==> src/rtl/rs232_mem_ctrl.sv <==
// rs232_mem_ctrl: byte-framed command decoder between UART RX/TX and a 256x8 memory; RS232_MEM_CTRL_CKSUM_EN adds a trailing XOR checksum byte.
// Latency: memory write 1 cycle after the last frame byte; read response valid 3 cycles after it.
// Backpressure: tx_valid/tx_data held until tx_ready; bytes arriving while a frame is being executed are dropped with err.
module rs232_mem_ctrl #(
   parameter logic [7:0]  CMD_WR      = 8'h57,
   parameter logic [7:0]  CMD_RD      = 8'h52,
   parameter logic [7:0]  ACK_BYTE    = 8'h06,
   parameter logic [7:0]  NAK_BYTE    = 8'h15,
   parameter int unsigned TIMEOUT_CYC = 50000
) (
   input  logic       clk,
   input  logic       rst,
   input  logic [7:0] rx_data,
   input  logic       rx_valid,
   output logic [7:0] tx_data,
   output logic       tx_valid,
   input  logic       tx_ready,
   output logic [7:0] mem_addr,
   output logic       mem_write,
   output logic [7:0] mem_data_in,
   input  logic [7:0] mem_data_out,
   output logic       busy,
   output logic       err
);

   localparam logic [15:0] TMO_LAST = 16'(TIMEOUT_CYC - 1);

`ifdef RS232_MEM_CTRL_CKSUM_EN
   typedef enum logic [2:0] {IDLE, GET_ADDR, GET_DATA, MEM_WR, MEM_RD, MEM_CAP, TX_SEND, GET_CKSUM} state_t;
`else
   typedef enum logic [2:0] {IDLE, GET_ADDR, GET_DATA, MEM_WR, MEM_RD, MEM_CAP, TX_SEND} state_t;
`endif

   state_t      state, nxt_state;
   logic [7:0]  opcode, nxt_opcode;
   logic [7:0]  addr_q, nxt_addr;
   logic [7:0]  data_q, nxt_data;
   logic [15:0] tmo_cnt, nxt_tmo;
   logic [7:0]  nxt_tx_data, nxt_mem_addr, nxt_mem_data_in;
   logic        nxt_tx_valid, nxt_mem_write, nxt_err;
   logic        in_frame;
`ifdef RS232_MEM_CTRL_CKSUM_EN
   logic [7:0]  cksum, nxt_cksum;
   assign in_frame = (state == GET_ADDR) || (state == GET_DATA) || (state == GET_CKSUM);
`else
   assign in_frame = (state == GET_ADDR) || (state == GET_DATA);
`endif

   always_ff @(posedge clk or negedge rst) begin
      if (!rst) state <= IDLE;
      else      state <= nxt_state;
   end

   always_comb begin
      nxt_state       = state;
      nxt_opcode      = opcode;
      nxt_addr        = addr_q;
      nxt_data        = data_q;
      nxt_tmo         = tmo_cnt;
      nxt_tx_data     = tx_data;
      nxt_tx_valid    = tx_valid;
      nxt_mem_addr    = mem_addr;
      nxt_mem_data_in = mem_data_in;
      nxt_mem_write   = 1'b0;
      nxt_err         = 1'b0;
`ifdef RS232_MEM_CTRL_CKSUM_EN
      nxt_cksum       = cksum;
`endif
      // Outputs are loaded on the edge that enters the state they belong to.
      case (state)
         IDLE: begin
            if (rx_valid) begin
               if (rx_data == CMD_WR || rx_data == CMD_RD) begin
                  nxt_opcode = rx_data;
                  nxt_tmo    = '0;
                  nxt_state  = GET_ADDR;
`ifdef RS232_MEM_CTRL_CKSUM_EN
                  nxt_cksum  = rx_data;
`endif
               end else begin
                  nxt_tx_data  = NAK_BYTE;
                  nxt_tx_valid = 1'b1;
                  nxt_err      = 1'b1;
                  nxt_state    = TX_SEND;
               end
            end
         end
         GET_ADDR: begin
            if (rx_valid) begin
               nxt_addr = rx_data;
               nxt_tmo  = '0;
`ifdef RS232_MEM_CTRL_CKSUM_EN
               nxt_cksum = cksum ^ rx_data;
               nxt_state = (opcode == CMD_WR) ? GET_DATA : GET_CKSUM;
`else
               if (opcode == CMD_WR) begin
                  nxt_state = GET_DATA;
               end else begin
                  nxt_mem_addr = rx_data;
                  nxt_state    = MEM_RD;
               end
`endif
            end
         end
         GET_DATA: begin
            if (rx_valid) begin
               nxt_data = rx_data;
               nxt_tmo  = '0;
`ifdef RS232_MEM_CTRL_CKSUM_EN
               nxt_cksum = cksum ^ rx_data;
               nxt_state = GET_CKSUM;
`else
               nxt_mem_addr    = addr_q;
               nxt_mem_data_in = rx_data;
               nxt_mem_write   = 1'b1;
               nxt_state       = MEM_WR;
`endif
            end
         end
`ifdef RS232_MEM_CTRL_CKSUM_EN
         GET_CKSUM: begin
            if (rx_valid) begin
               nxt_tmo = '0;
               if (rx_data != cksum) begin
                  nxt_tx_data  = NAK_BYTE;
                  nxt_tx_valid = 1'b1;
                  nxt_err      = 1'b1;
                  nxt_state    = TX_SEND;
               end else if (opcode == CMD_WR) begin
                  nxt_mem_addr    = addr_q;
                  nxt_mem_data_in = data_q;
                  nxt_mem_write   = 1'b1;
                  nxt_state       = MEM_WR;
               end else begin
                  nxt_mem_addr = addr_q;
                  nxt_state    = MEM_RD;
               end
            end
         end
`endif
         MEM_WR: begin
            nxt_err      = rx_valid;
            nxt_tx_data  = ACK_BYTE;
            nxt_tx_valid = 1'b1;
            nxt_state    = TX_SEND;
         end
         MEM_RD: begin
            nxt_err   = rx_valid;
            nxt_state = MEM_CAP;
         end
         MEM_CAP: begin
            nxt_err      = rx_valid;
            nxt_tx_data  = mem_data_out;
            nxt_tx_valid = 1'b1;
            nxt_state    = TX_SEND;
         end
         TX_SEND: begin
            nxt_err = rx_valid;
            if (tx_ready) begin
               nxt_tx_valid = 1'b0;
               nxt_state    = IDLE;
            end
         end
         default: nxt_state = IDLE;
      endcase

      // Inter-byte timeout: a silent frame is abandoned without touching memory or replying.
      if (in_frame && !rx_valid) begin
         if (tmo_cnt == TMO_LAST) begin
            nxt_tmo   = '0;
            nxt_err   = 1'b1;
            nxt_state = IDLE;
         end else begin
            nxt_tmo = tmo_cnt + 16'd1;
         end
      end
   end

   always_ff @(posedge clk or negedge rst) begin
      if (!rst) begin
         opcode      <= '0;
         addr_q      <= '0;
         data_q      <= '0;
         tmo_cnt     <= '0;
         tx_data     <= '0;
         tx_valid    <= 1'b0;
         mem_addr    <= '0;
         mem_write   <= 1'b0;
         mem_data_in <= '0;
         busy        <= 1'b0;
         err         <= 1'b0;
`ifdef RS232_MEM_CTRL_CKSUM_EN
         cksum       <= '0;
`endif
      end else begin
         opcode      <= nxt_opcode;
         addr_q      <= nxt_addr;
         data_q      <= nxt_data;
         tmo_cnt     <= nxt_tmo;
         tx_data     <= nxt_tx_data;
         tx_valid    <= nxt_tx_valid;
         mem_addr    <= nxt_mem_addr;
         mem_write   <= nxt_mem_write;
         mem_data_in <= nxt_mem_data_in;
         busy        <= (nxt_state != IDLE);
         err         <= nxt_err;
`ifdef RS232_MEM_CTRL_CKSUM_EN
         cksum       <= nxt_cksum;
`endif
      end
   end

endmodule
==> config.mk <==
export PLATFORM = sky130hd
export DESIGN_NAME = rs232_mem_ctrl
export DESIGN_NICKNAME = d
export VERILOG_FILES = /design/src/rtl/rs232_mem_ctrl.sv
export SDC_FILE = /design/constraint.sdc
export NUM_CORES = 1
export LEC_CHECK = 0
export CAP_MARGIN = 10
export CELL_PAD_IN_SITES_DETAIL_PLACEMENT = 1
export CELL_PAD_IN_SITES_GLOBAL_PLACEMENT = 1
export CORE_AREA = 2 2 95 97
export CTS_CLUSTER_DIAMETER = 80
export DETAILED_ROUTE_END_ITERATION = 6
export DIE_AREA = 0 0 97 99
export PLACE_DENSITY_LB_ADDON = 0.1
export SYNTH_ARGS = -nofsm -noshare
export SYNTH_HDL_FRONTEND = slang
export SYNTH_SLANG_ARGS = --single-unit
==> constraint.sdc <==
create_clock -name clk -period 5.15 [get_ports clk]
set_input_delay 1.2875 -clock clk [delete_from_list [all_inputs] [get_ports clk]]
set_output_delay 1.2875 -clock clk [all_outputs]
set_load 0.01 [all_outputs]
==> images/met3.png <==
Drawn at 4 px/micron. Cells faint in the background.
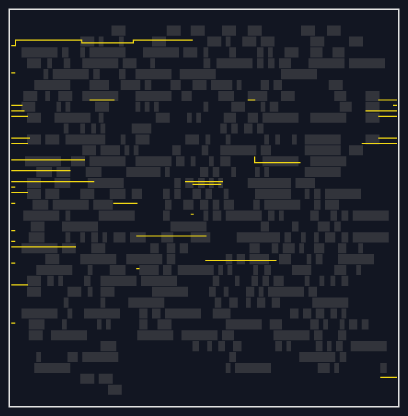
share of all routed wire	3.5%
nets with wire on the layer	29

==> images/cell_classes.png <==
Drawn at 4 px/micron.
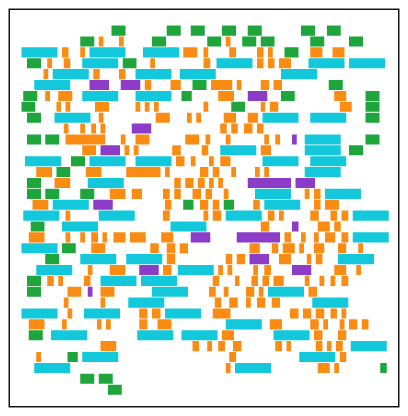
color	class	cells
green	other buffers and delay cells	51
cyan	flip-flops	63
purple	clock drivers and dummy loads	16
orange	all other logic	222

==> images/wire_density.png <==
Drawn at 4 px/micron. The die is cut into 19 by 20 equal tiles; dark purple is low, yellow is high, scaled to the fullest tile. Values are wire area over tile area, all layers added.
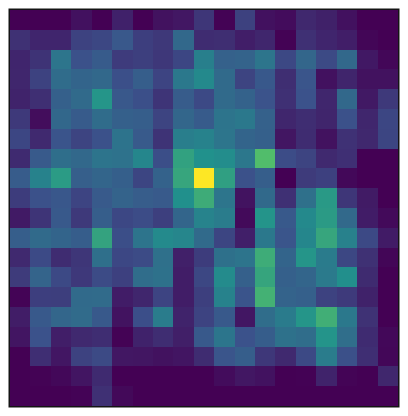
nearly empty tiles	14%
tiles over half the peak	5.3%
mean over tiles	0.12

==> CHANGELOG.md <==
### Metrics

- Area of the placeable core: approximately 8600 sq um
- Antenna Diode Count: 0
- Y dimension of the die: approximately 99 microns
- Horizontal extent of the die: ~97 microns
- I/O Buffers: 47
- Via-to-Cell Ratio: between 5 and 6
- Final count of negative-setup-slack endpoints: 0
- Final ANT Viol Nets: 0
- Overall routed net length: roughly 7400 microns
- Post-Syn Instances: ~290
- Number of ports placed on the die boundary: 48
- Sequential cell area: ~1600 sq um
- Synth Area in XOR/XNOR: 0.00595
- Reg-to-reg startpoint: state[1]$_DFF_PN0_
- Area fraction in compound gates after synthesis: 0.128
- Placed cell area: 3530 sq um
- Initial drt markers: between 100 and 150
- Main power group: registers
- GRT met3 Usage: 0.0440
- Worst Hold Margin: 459 ps
- Number of cells on the worst hold path: 1
- Setup Buffers After CTS: 0
- Worst setup path endpoint: tmo_cnt[13]$_DFFE_PN0P_
- Capture point of the worst reg-to-reg path: tmo_cnt[13]$_DFFE_PN0P_
- Number of cells traversed by the worst register-to-register path: 5
- Clock-pin slew reported for the worst setup and hold paths after clock tree synthesis: 70 ps
- DRC viols: 0
- Run status: completed
- Power dissipated in combinational cells: 0.725 mW
- Critical Path AT: 3460 ps
- Main combinational cell family by area after synthesis: simple AND/OR/NAND/NOR gates
- Post-synthesis sequential area ratio: 0.535
- Most numerous logic cell after layout: dfrtp_1
- Post-route core utilization: 0.439
- Count of state elements after synthesis: around 63
- Proportion of final cell area spent on non-clock buffers: 0.132
- Sequential logic power: between 0.7 and 0.8 mW
- Final Worst Setup Slack: between 1500 and 2000 ps
- Tally of non-filler cells in the final layout: 460
- Number of nets at floorplan: around 320
Power figures rest on the tool's default switching activity, not on a simulated workload.
